run_1/metal_stack.png
Bar = 50 um.
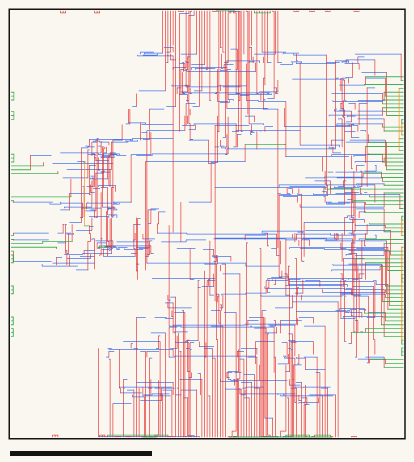
run_1/drive_strength.png
Bar = 50 um.
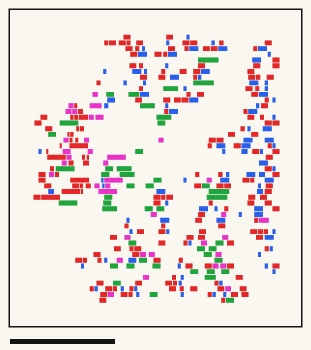
run_1/pins.png
Bar = 50 um. Pins as bars across the die edge, other pins in gray.
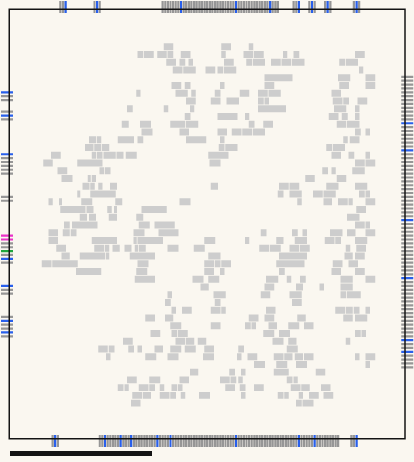
[src/rtl/cpu_types_pkg.sv]
// Shared CPU-side types: word and RAM handshake encodings, plus the
// memory arbiter's grant states.
package cpu_types_pkg;

    typedef logic [31:0] word_t;

    typedef enum logic [1:0] {
        FREE   = 2'd0,
        BUSY   = 2'd1,
        ACCESS = 2'd2,
        ERROR  = 2'd3
    } ramstate_t;

    typedef enum logic [1:0] {
        ARB_IDLE   = 2'd0,
        ARB_IGRANT = 2'd1,
        ARB_DGRANT = 2'd2
    } arb_state_t;

endpackage

[src/rtl/arb_streak_counter.sv]
// Saturating run-length counter; clear takes priority over increment.
module arb_streak_counter #(
    parameter int MAX = 3
) (
    input  logic CLK,
    input  logic nRST,
    input  logic inc,
    input  logic clr,
    output logic at_max
);

    localparam int W = (MAX < 2) ? 1 : $clog2(MAX + 1);

    logic [W-1:0] count_q, count_d;

    always_ff @(posedge CLK or negedge nRST) begin
        if (!nRST) count_q <= '0;
        else       count_q <= count_d;
    end

    always_comb begin
        count_d = count_q;
        if (clr)
            count_d = '0;
        else if (inc && count_q != W'(MAX))
            count_d = count_q + W'(1);
    end

    assign at_max = (count_q == W'(MAX));

endmodule

[src/rtl/mem_request_arbiter.sv]
// Arbitrates the single-ported RAM between fetch and data ports: data first,
// with a bounded data streak so a waiting fetch always gets through.
module mem_request_arbiter
    import cpu_types_pkg::*;
#(
    parameter int MAX_DSTREAK = 3
) (
    input  logic      CLK,
    input  logic      nRST,
    input  logic      iREN,
    input  word_t     iaddr,
    input  logic      dREN,
    input  logic      dWEN,
    input  word_t     daddr,
    input  word_t     dstore,
    output logic      iwait,
    output logic      dwait,
    output word_t     iload,
    output word_t     dload,
    output logic      ramREN,
    output logic      ramWEN,
    output word_t     ramaddr,
    output word_t     ramstore,
    input  word_t     ramload,
    input  ramstate_t ramstate,
    output logic      err_flag
);

    arb_state_t state_q, state_d;
    logic       err_flag_q, err_flag_d;
    logic       d_req, i_done, d_done, streak_max;

    assign d_req  = dREN | dWEN;
    assign i_done = (state_q == ARB_IGRANT) && iREN  && (ramstate == ACCESS);
    assign d_done = (state_q == ARB_DGRANT) && d_req && (ramstate == ACCESS);

    // Only data completions that made a fetch wait count toward the streak.
    arb_streak_counter #(.MAX(MAX_DSTREAK)) u_streak (
        .CLK    (CLK),
        .nRST   (nRST),
        .inc    (d_done & iREN),
        .clr    (i_done | (d_done & ~iREN)),
        .at_max (streak_max)
    );

    always_ff @(posedge CLK or negedge nRST) begin
        if (!nRST) begin
            state_q    <= ARB_IDLE;
            err_flag_q <= 1'b0;
        end else begin
            state_q    <= state_d;
            err_flag_q <= err_flag_d;
        end
    end

    // A dropped request (abort) or a completed access both return to IDLE;
    // ERROR keeps the grant so the RAM retries.
    always_comb begin
        state_d    = state_q;
        err_flag_d = err_flag_q | ((state_q != ARB_IDLE) && (ramstate == ERROR));
        case (state_q)
            ARB_IDLE: begin
                if (d_req && (!streak_max || !iREN)) state_d = ARB_DGRANT;
                else if (iREN)                       state_d = ARB_IGRANT;
            end
            ARB_IGRANT: if (!iREN  || ramstate == ACCESS) state_d = ARB_IDLE;
            ARB_DGRANT: if (!d_req || ramstate == ACCESS) state_d = ARB_IDLE;
            default:    state_d = ARB_IDLE;
        endcase
    end

    always_comb begin
        iwait    = 1'b1;
        dwait    = 1'b1;
        ramREN   = 1'b0;
        ramWEN   = 1'b0;
        ramaddr  = '0;
        ramstore = '0;
        case (state_q)
            ARB_IGRANT: begin
                ramREN  = iREN;
                ramaddr = iaddr;
                iwait   = !i_done;
            end
            ARB_DGRANT: begin
                ramREN   = dREN;
                ramWEN   = dWEN;
                ramaddr  = daddr;
                ramstore = dstore;
                dwait    = !d_done;
            end
            default: ;
        endcase
    end

    assign iload    = ramload;
    assign dload    = ramload;
    assign err_flag = err_flag_q;

endmodule

[config.mk]
export PLATFORM = sky130hd
export DESIGN_NAME = mem_request_arbiter
export DESIGN_NICKNAME = d
export VERILOG_FILES = /design/src/rtl/cpu_types_pkg.sv /design/src/rtl/arb_streak_counter.sv /design/src/rtl/mem_request_arbiter.sv
export SDC_FILE = /design/constraint.sdc
export NUM_CORES = 1
export LEC_CHECK = 0
export CAP_MARGIN = 5
export CELL_PAD_IN_SITES_DETAIL_PLACEMENT = 0
export CELL_PAD_IN_SITES_GLOBAL_PLACEMENT = 2
export CORE_ASPECT_RATIO = 1.1
export CORE_MARGIN = 10
export CORE_UTILIZATION = 10
export CTS_BUF_LIST = sky130_fd_sc_hd__clkbuf_16
export CTS_CLUSTER_SIZE = 20
export DETAILED_ROUTE_END_ITERATION = 8
export PLACE_DENSITY_LB_ADDON = 0.1
export SLEW_MARGIN = 20
export SYNTH_ARGS = -nofsm -noshare
export SYNTH_HDL_FRONTEND = slang
export SYNTH_SLANG_ARGS = --single-unit
[constraint.sdc]
create_clock -name CLK -period 1.8 [get_ports CLK]
set_input_delay 0.27 -clock CLK [delete_from_list [all_inputs] [get_ports CLK]]
set_output_delay 0.27 -clock CLK [all_outputs]
set_load 0.005 [all_outputs]
==> flow_summary.yaml, run 1 <==
# flow metrics
run_status:
  status: "finished with violations"
  violations: "setup timing"
critical_path:
  rr_endpoint: "state_q[1]"
  arrival_ns: 1.65
  critPathLaunch: "state_q[1]"
  critPathMaxFanout: 5
  cpMostUsedCell: "buf_6"
  max_stage_delay_ns: 0.40
  critical_path_class: "reg2out"
  cp.required_ns: 1.53
  path_cells: "buf_6 -> ha_4 -> buf_12 -> buf_6 -> buf_6 -> a22oi_2 -> nor2b_1 -> buf_2"
  reg2reg_from: "state_q[0]"
die:
  chipWidth_um: 138
  fp_util: 0.102
  tap-cell-count: 196
  coreArea_um2: 15100
synthesis:
  xor_share: 0
  largest_area_cell: "buf_4"
  enable_flop_cells: 0
  ys_chip_area_um2: 1540
  synthAoiAreaFrac: 0.213
  fa_ha_area_frac: 0.0324
  async_reset_ff_frac: 1.00
  post-synth-top-count-cell: "buf_4"
  syn-cell-area_um2: 1540
  common_cells: "buf_4 (65), and2_1 (34), nor2b_1 (33)"
  synth_flops: 5
  synthesis.nets: 353
  top_logic_kind: "buffers and inverters"
place:
  dp.cells: 525
  dpl-instance-area_um2: 3180
  hpwlAfterDp_mm: 7.85
clock_tree:
  clock_sinks: 5
  clock_latency_ns: 0.23
  cts_tree: "done"
  cts_buffer_depth: 2
  post_cts_buffers: 15
  cts_buffers: 3
route:
  drc: 0
  dr.pass1.iters: 4
  wl_met2_mm: 5.70
  first_iter_violations: 19
  drtAntennaViolNets: 0
  wl_met3_um: 775
power:
  pwr_density_cell_nw_per_um2: 1240
  pwr-share-clk: 0.080
  switching_share: 0.380
  combPwrFrac: 0.876
  power-top-group: "combinational cells"
  irDropWorstVdd_mv: 0.482
  p_leak_nw: 1.50
  p_switching_mw: 1.72
run:
  tool_warnings: 30
timing:
  finalHoldViolations: 0
  rsz0062_at_grt: "yes"
  fmax_ghz: 0.521
  maxSlewViolCount: 0
  hold_ws_ns: 0.272
  tns_ns: -2.83
  slew_headroom: 0.705
  fin_ws_ns: -0.119
  clock-skew-final_ns: 0.000796
  setup_viol_count_final: 51
  finalClockPeriodUsage: 1.07
global_route:
  use_met1: 0.0978
  grt.met3_usage: 0.0224
  antenna_found_initial: 1
  grt_pass1_wl_mm: 14.6
  met2_usage: 0.179
  grt_pass1_vias: 2055
  grt_max_degree: 17
cells_and_area:
  logic_area_um2: 1120
  clock_area_frac: 0.0217
  fin_nets: 496
  seq_area_frac: 0.0345
  flop_area_um2: 125
  final_cell_area_um2: 3630
  buffer_area_frac: 0.562
  lay_top_count: "clkdlybuf4s50_1"
worst_hold_path:
  hp-class: "in2async"
Notes on metal_stack.png above:
Key: orange = met4 [wire length 86.4 um]; green = met3 [wire length 776 um]; red = met2 [wire length 5700 um]; blue = met1 [wire length 3550 um]
wire per inst: 18.3 um
GRT Total Usage: 0.0917
Via Count: 1921
wirelength, routed: 10.1 mm

Notes on drive_strength.png above:
Key: red = drive 1 or less [cells 182, share 51%]; green = drive 6 and up [cells 45, share 13%]; blue = drive 2 [cells 92, share 26%]; magenta = drive 3 to 4 [cells 37, share 10%]

Notes on pins.png above:
Key: green = err_flag [pins 1, direction output, edge west]; magenta = ramstate [pins 2, direction input, edge west]; blue = iload [pins 32, direction output, edge 10 south, 9 north, 7 west, 6 east]
All pins by edge: 98 south, 76 east, 63 north, 31 west.

--- run 2 (diff from run 1) ---
Settings changed: CORE_MARGIN 10 to 2, REMOVE_ABC_BUFFERS set to 1.
==> flow_summary.yaml, run 2 <==
# flow metrics
timing:
  finalClockPeriodUsage: 1.05
  clock-skew-final_ns: 0.000683
  fin_ws_ns: -0.0938
  maxSlewViolCount: 0
  rsz0062_at_grt: "yes"
  fmax_ghz: 0.528
  setup_viol_count_final: 16
  tns_ns: -0.888
  hold_ws_ns: 0.287
cells_and_area:
  buffer_area_frac: 0.562
  final_util: 0.243
  seq_area_frac: 0.0346
  final_cell_area_um2: 3650
  clock_area_frac: 0.0216
  fin_nets: 502
  flop_area_um2: 126
  logic_area_um2: 1130
  lay_top_count: "clkdlybuf4s50_1"
  logic_gates: 127
run_status:
  violations: "setup timing"
  status: "finished with violations"
power:
  pwr_density_cell_nw_per_um2: 1220
  p_leak_nw: 1.50
  irDropWorstVdd_mv: 0.357
  pwr-share-clk: 0.080
  p_switching_mw: 1.65
  switching_share: 0.370
  combPwrFrac: 0.875
route:
  drc: 0
  wl_met3_mm: 2.01
  met1_length_mm: 4.06
  drtAntennaViolNets: 0
  vias: 2126
  totalWireLength_mm: 10.9
  first_iter_violations: 33
  routedWlPerCell_um: 19.5
  wl_met2_mm: 4.64
  dr.pass1.iters: 4
clock_tree:
  cts_buffer_depth: 2
  clock_latency_ns: 0.22
  hold_buffers: 0
  cts_tree: "done"
  clock_sinks: 5
  cts_buffers: 3
global_route:
  grt_pass1_wl_mm: 15.0
  grt.met3_usage: 0.0982
  grt_max_degree: 18
  antenna_found_initial: 0
  use_met1: 0.142
critical_path:
  path_cells: "buf_4 -> ha_4 -> buf_4 -> buf_6 -> buf_6 -> a22oi_2 -> nor2b_1 -> buf_2"
  critical_path_class: "reg2out"
  max_stage_delay_ns: 0.38
  cp.required_ns: 1.53
  critPathLaunch: "state_q[0]"
  reg2reg_from: "state_q[0]"
  arrival_ns: 1.62
  critPathMaxFanout: 5
synthesis:
  async_reset_ff_frac: 1.00
  largest_area_cell: "buf_4"
  xor_share: 0
  syn-cell-area_um2: 1540
  synth_flops: 5
  ys_chip_area_um2: 1540
  fa_ha_area_frac: 0.0324
  common_cells: "buf_4 (65), and2_1 (34), nor2b_1 (33)"
  post-synth-top-count-cell: "buf_4"
  enable_flop_cells: 0
  synthAoiAreaFrac: 0.213
place:
  dpl-instance-area_um2: 3150
  hpwlAfterDp_mm: 8.38
die:
  num_rows: 47
  chipWidth_um: 122
  fp_util: 0.102
run:
  tool_warnings: 29
run_2/final_placement.png
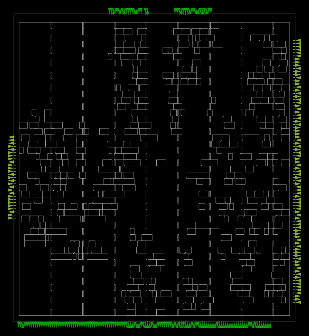
core area: 15100 um^2
fill count: 1691

--- run 3 (diff from run 2) ---
Settings changed: ABC_CLOCK_PERIOD_IN_PS set to 1800, HOLD_SLACK_MARGIN set to 0.03.
run_3/metal_stack.png
Bar = 20 um.
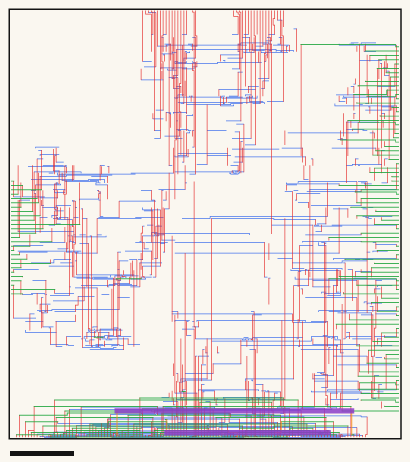
Key: green = met3 [wire length 2010 um]; purple = met5 [wire length 124 um]; orange = met4 [wire length 29.8 um]; red = met2 [wire length 4640 um]; blue = met1 [wire length 4060 um]

==> flow_summary.yaml, run 3 <==
# flow metrics
power:
  combPwrFrac: 0.875
  irDropWorstVdd_mv: 0.357
  clk-power_mw: 0.357
  pwr_density_cell_nw_per_um2: 1220
  p_switching_mw: 1.65
  power-top-group: "combinational cells"
  p_leak_nw: 1.50
  p_comb_mw: 3.91
  pwr-share-clk: 0.080
  switching_share: 0.370
  p_int_mw: 2.81
route:
  met1_length_mm: 4.06
  highest_layer: "met5"
  drtAntennaViolNets: 0
  vias: 2126
  routed_via_density: 3.81
  first_iter_violations: 33
  wl_met2_mm: 4.64
  routedWlPerCell_um: 19.5
  wl_met3_mm: 2.01
  dr.pass1.iters: 4
  totalWireLength_mm: 10.9
  drc: 0
global_route:
  met2_usage: 0.185
  grt.met3_usage: 0.0982
  use_met1: 0.142
  antenna_found_initial: 0
  grt_max_degree: 18
  overflow: 0
  grt_pass1_wl_mm: 15.0
cells_and_area:
  buffer_area_frac: 0.562
  final_cell_area_um2: 3650
  dominant_cells: "buffers"
  drive_gt1_frac: 0.448
  layout_top_cells: "clkdlybuf4s50_1 (103), buf_2 (37), and2_1 (32)"
  flop_area_um2: 126
  buffers: 222
  logic_gates: 127
  final_util: 0.243
  lay_top_count: "clkdlybuf4s50_1"
  logic_area_um2: 1130
  fillCellCount: 1691
  antennaDiodeCount: 0
  fin_nets: 502
  syn_to_final_growth_pct: 137
  n_all_inverters: 4
  seq_area_frac: 0.0346
  clock_area_frac: 0.0216
  comb_area_frac: 0.311
critical_path:
  crit_end: "ramaddr[31]"
  critical_path_class: "reg2out"
  start_kind: "flop"
  reg2reg_from: "state_q[0]"
  max_stage_delay_ns: 0.38
  cp_top_family: "buffers and inverters"
  arrival_ns: 1.62
  crit_cells: 8
  path_cells: "buf_4 -> ha_4 -> buf_4 -> buf_6 -> buf_6 -> a22oi_2 -> nor2b_1 -> buf_2"
  critPathMaxFanout: 5
  cp.required_ns: 1.53
  critPathLaunch: "state_q[0]"
  rr_endpoint: "state_q[1]"
  critPathSlowestCell: "dfrtp_1"
synthesis:
  syn_inst: 214
  avgSynthCellArea_um2: 7.21
  synthAoiAreaFrac: 0.213
  yosysCellCount: 214
  common_cells: "buf_4 (65), and2_1 (34), nor2b_1 (33)"
  enable_flop_cells: 0
  ys_chip_area_um2: 1540
  yosysWarnings: 0
  largest_area_cell: "buf_4"
  syn-cell-area_um2: 1540
  post-synth-top-count-cell: "buf_4"
  xor_share: 0
  top_logic_kind: "buffers and inverters"
  yosysSeqAreaShare: 0.0811
  async_reset_ff_frac: 1.00
  synth_flops: 5
  fa_ha_area_frac: 0.0324
clock_tree:
  cts_buffer_depth: 2
  hold_buffers: 0
  post_cts_buffers: 26
  clock_sinks: 5
  clock_latency_ns: 0.22
  cts_buffers: 3
  post_cts_resized: 271
  cts_tree: "done"
  htree_levels: 1
timing:
  maxSlewViolCount: 0
  setup_viol_count_final: 16
  worstMarginPinSlew_ns: 0.296
  tns_ns: -0.888
  clock-skew-final_ns: 0.000683
  fin_ws_ns: -0.0938
  fmax_ghz: 0.528
  finalClockPeriodUsage: 1.05
  rsz0062_at_grt: "yes"
  hold_ws_ns: 0.287
die:
  chipWidth_um: 122
  io_pins: 268
  fp_util: 0.102
  num_rows: 47
  tap-cell-count: 196
  chip_area_um2: 16400
  fp.dieH_um: 134
  coreArea_um2: 15100
run:
  tool_warnings: 29
place:
  portBuffers: 171
  dp.cells: 524
  hpwlAfterDp_mm: 8.38
  gp_congestion: 0.659
  dpl-instance-area_um2: 3150
run_status:
  violations: "setup timing"
  status: "finished with violations"
Power and IR drop assume default switching activity.
